## config.mk

```make
export PLATFORM = sky130hd
export DESIGN_NAME = regfile_sb
export DESIGN_NICKNAME = d
export VERILOG_FILES = /design/src/rtl/regfile_sb.sv
export SDC_FILE = /design/constraint.sdc
export NUM_CORES = 1
export LEC_CHECK = 0
export CORE_MARGIN = 4
export CORE_UTILIZATION = 46
export DETAILED_ROUTE_END_ITERATION = 6
export PLACE_DENSITY = 0.62
export SYNTH_ARGS = -nofsm -noshare
export SYNTH_HDL_FRONTEND = slang
export SYNTH_SLANG_ARGS = --single-unit
```

## constraint.sdc

```tcl
create_clock -name clk -period 8.6 [get_ports clk]
set_input_delay 1.72 -clock clk [delete_from_list [all_inputs] [get_ports clk]]
set_output_delay 1.72 -clock clk [all_outputs]
set_load 0.01 [all_outputs]
```

## src/rtl/regfile_sb.sv

```systemverilog
// Register file with two bypassed combinational read ports, a general and a
// dedicated R0 write port, and a per-register pending scoreboard with count.
module regfile_sb #(
    parameter int DATA_W   = 16,
    parameter int ADDR_W   = 4,
    parameter bit USE_INIT = 1'b1
) (
    input  logic              clk,
    input  logic              reset,
    input  logic [ADDR_W-1:0] rd_addr1,
    input  logic [ADDR_W-1:0] rd_addr2,
    output logic [DATA_W-1:0] rd_data1,
    output logic [DATA_W-1:0] rd_data2,
    output logic              rd_pend1,
    output logic              rd_pend2,
    input  logic              wr_en,
    input  logic [ADDR_W-1:0] wr_addr,
    input  logic [DATA_W-1:0] wr_data,
    input  logic              r0_wr_en,
    input  logic [DATA_W-1:0] r0_data,
    input  logic              issue_en,
    input  logic [ADDR_W-1:0] issue_addr,
    output logic [ADDR_W:0]   pend_count
);
    localparam int DEPTH = 1 << ADDR_W;

    // Boot contents; entries beyond the table and width mismatches resolve to
    // zero-extension / truncation of the 16-bit constants.
    function automatic logic [DATA_W-1:0] boot_val(input int idx);
        logic [15:0] v;
        case (idx)
            1:       v = 16'h7B18;
            2:       v = 16'h245B;
            3:       v = 16'hFF0F;
            4:       v = 16'hF0FF;
            5:       v = 16'h0051;
            6:       v = 16'h6666;
            7:       v = 16'h00FF;
            8:       v = 16'hFF88;
            11:      v = 16'h3099;
            12:      v = 16'hCCCC;
            13:      v = 16'h0002;
            14:      v = 16'h0011;
            default: v = 16'h0000;
        endcase
        return DATA_W'(v);
    endfunction

    logic [DATA_W-1:0] regs [DEPTH];
    logic [DEPTH-1:0]  pend_reg;
    logic [DEPTH-1:0]  pend_next;
    logic [ADDR_W:0]   pend_count_reg;
    logic [ADDR_W:0]   set_cnt;
    logic [ADDR_W:0]   clr_cnt;
    logic              gen_wr_ok;

    // A general write to R0 loses against the dedicated R0 port.
    assign gen_wr_ok = wr_en && !(r0_wr_en && (wr_addr == '0));

    always_ff @(posedge clk) begin
        if (reset) begin
            for (int i = 0; i < DEPTH; i++) begin
                regs[i] <= USE_INIT ? boot_val(i) : '0;
            end
            pend_reg       <= '0;
            pend_count_reg <= '0;
        end else begin
            if (gen_wr_ok) begin
                regs[wr_addr] <= wr_data;
            end
            if (r0_wr_en) begin
                regs[0] <= r0_data;
            end
            pend_reg       <= pend_next;
            pend_count_reg <= pend_count_reg + set_cnt - clr_cnt;
        end
    end

    // Issue beats write-back on the same register: a newer producer exists.
    genvar gi;
    generate
        for (gi = 0; gi < DEPTH; gi++) begin : g_pend
            logic is_issue;
            logic is_write;
            assign is_issue     = issue_en && (issue_addr == ADDR_W'(gi));
            assign is_write     = (wr_en && (wr_addr == ADDR_W'(gi))) || ((gi == 0) && r0_wr_en);
            assign pend_next[gi] = is_issue || (pend_reg[gi] && !is_write);
        end
    endgenerate

    always_comb begin
        set_cnt = '0;
        clr_cnt = '0;
        for (int i = 0; i < DEPTH; i++) begin
            set_cnt = set_cnt + {{ADDR_W{1'b0}}, pend_next[i] & ~pend_reg[i]};
            clr_cnt = clr_cnt + {{ADDR_W{1'b0}}, pend_reg[i] & ~pend_next[i]};
        end
    end

    assign pend_count = pend_count_reg;

    generate
        for (gi = 0; gi < 2; gi++) begin : g_rd
            logic [ADDR_W-1:0] addr;
            logic [DATA_W-1:0] data;
            logic              pend;
            logic              hit_r0;
            logic              hit_wr;
            logic              hit_issue;

            assign addr = (gi == 0) ? rd_addr1 : rd_addr2;

            always_comb begin
                hit_r0    = r0_wr_en && (addr == '0);
                hit_wr    = wr_en && (addr == wr_addr);
                hit_issue = issue_en && (addr == issue_addr);
                data      = regs[addr];
                if (!reset) begin
                    if (hit_r0) begin
                        data = r0_data;
                    end else if (hit_wr) begin
                        data = wr_data;
                    end
                end
                pend = pend_reg[addr] && !((hit_r0 || hit_wr) && !hit_issue);
            end
        end
    endgenerate

    assign rd_data1 = g_rd[0].data;
    assign rd_data2 = g_rd[1].data;
    assign rd_pend1 = g_rd[0].pend;
    assign rd_pend2 = g_rd[1].pend;
endmodule

```

Figure 1. I/O nets highlighted.
The bar under the picture is 50 um long.
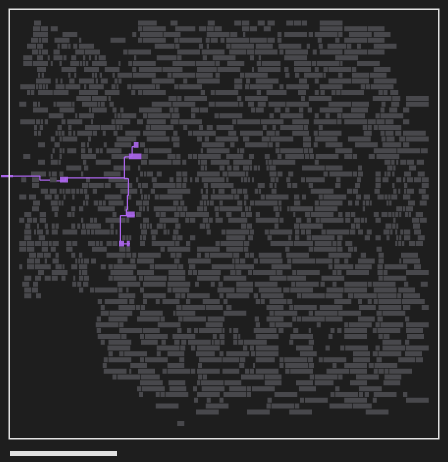
Purple stands for r0_wr_en, direction input, edge west, end cells 8, buffers 1, wire 119 um.

Figure 2. Register map, names as in the netlist.
Other cells in gray.
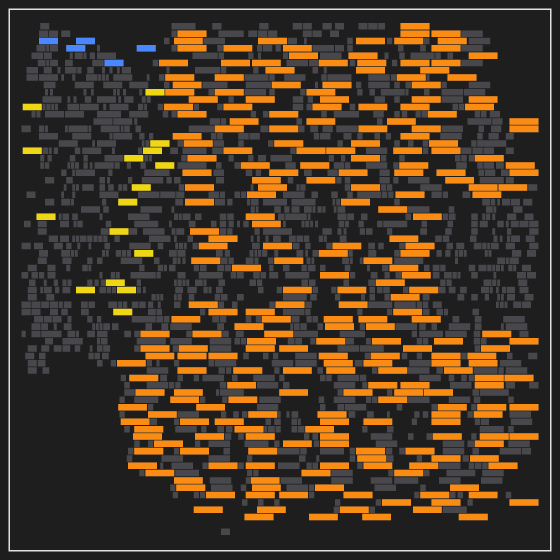
Yellow stands for pend_reg, placed flops 16. Orange stands for regs, placed flops 256. Blue stands for pend_count, placed flops 5, where north-west.
FF+latch area: 8108 um^2
Seq. pwr: 0.00160 W
flop share of the area: 42.15%
Final Util: 52.55%

==> results.cfg <==
; implementation run metrics
[finish]
final_layout_size_suffix_gt1_share_pct = 17.86
final_cells = 1890
fin_nets = 1487
final_layout_top_logic_cell = edfxtp_1

[synth]
synth_top_flop_cell = edfxtp_1
common_cells = 256 x edfxtp_1, 152 x and2_1, 102 x nor2_1, 98 x mux4_2, 86 x or3_1
syn_area_per_cell_um2 = 12.44
area_leaders = edfxtp_1 45%, mux4_2 13%, and2_1 5.6%
async_flop_share_pct = 0
edf_count = 256

[global_route]
grt_pass1_wl_mm = 81.21
antenna_found_initial = 1

[power_and_ir_drop]
power-top-group = registers
power_density_nw_per_um2 = 200.8

[placed_design]
dp_cells = 1832
globalplace.congestion = 0.9425
dp_hpwl_mm = 35.32

[hold_path]
hold_depth = 2
min-delay-start = pend_reg[14]$_SDFF_PP0_
hp-class = register to register

[sta]
tightest_slew_ns = 1.038
relSlewSlack_pct = 30.50
min_period_over_period_pct = 80.68

[floorplan]
die_w_um = 200.6
fp_util_pct = 46.59
core-area_um2 = 36610

[clock_network]
worst_skew_pair.late_latency_ns = 0.57
tritoncts = yes
htreeDepth = 1
ctsRootBufferMaster = clkbuf_16

[setup_path]
cp.required_ns = 9.03
cp_max_fo = 12

[routing]
wl_per_cell_um = 29.02
dr.pass1.iters = 5

[run_status]
status = completed
==> layout make-up <==
cell class / count / area share, %
multi-input combinational: 927 / 42.39
tap: 468 / 3.044
inverter: 36 / 0.7024
timing repair buffer: 124 / 5.945
clock inverter: 25 / 1.704
sequential: 277 / 42.15
clock buffer: 33 / 4.072
==> worst max-delay path by stage <==
stage	end	slack (ns)	cells after the start
after floorplan	pend_count[3]$_SDFF_PP0_	1.95	20
after global placement	pend_count[3]$_SDFF_PP0_	1.17	20
after detailed placement	pend_count[3]$_SDFF_PP0_	1.10	20
after CTS	pend_count[3]$_SDFF_PP0_	1.69	20
after global routing	pend_count[3]$_SDFF_PP0_	1.34	18
final	pend_count[3]$_SDFF_PP0_	1.66	20
==> cells by family after synthesis <==
| kind of cell | count (synthesis) | synth area share, % |
|---|---|---|
| fa+ha+maj | 37 | 3.947 |
| xor+xnor | 23 | 1.181 |
| compound gates | 241 | 9.816 |
| mux | 140 | 16.58 |
| simple gates | 486 | 16.26 |
| buf+inv | 167 | 4.681 |
| flops | 277 | 47.54 |
==> worst max-delay path, stage by stage <==
cell,delay (ns)
clkdlybuf4s50_1,0.62
or3b_2,0.61
nor2_1,0.15
nor2_1,0.06
a22oi_1,0.18
and2_1,0.18
fa_1,0.44
fa_1,0.52
inv_1,0.05
fa_1,0.44
fa_1,0.51
fa_1,0.49
inv_1,0.04
fa_1,0.43
inv_1,0.07
ha_1,0.16
inv_1,0.06
fa_1,0.43
xor2_1,0.14
nor2_1,0.05
==> per-layer routing <==
metal | routed length (um) | GRT usage [%]
met1 | 21870 | 36.46
met2 | 26070 | 43.94
met3 | 4596 | 3.376
met4 | 2314 | 9.292
met5 | 0 | 0
Power and IR drop assume default switching activity.
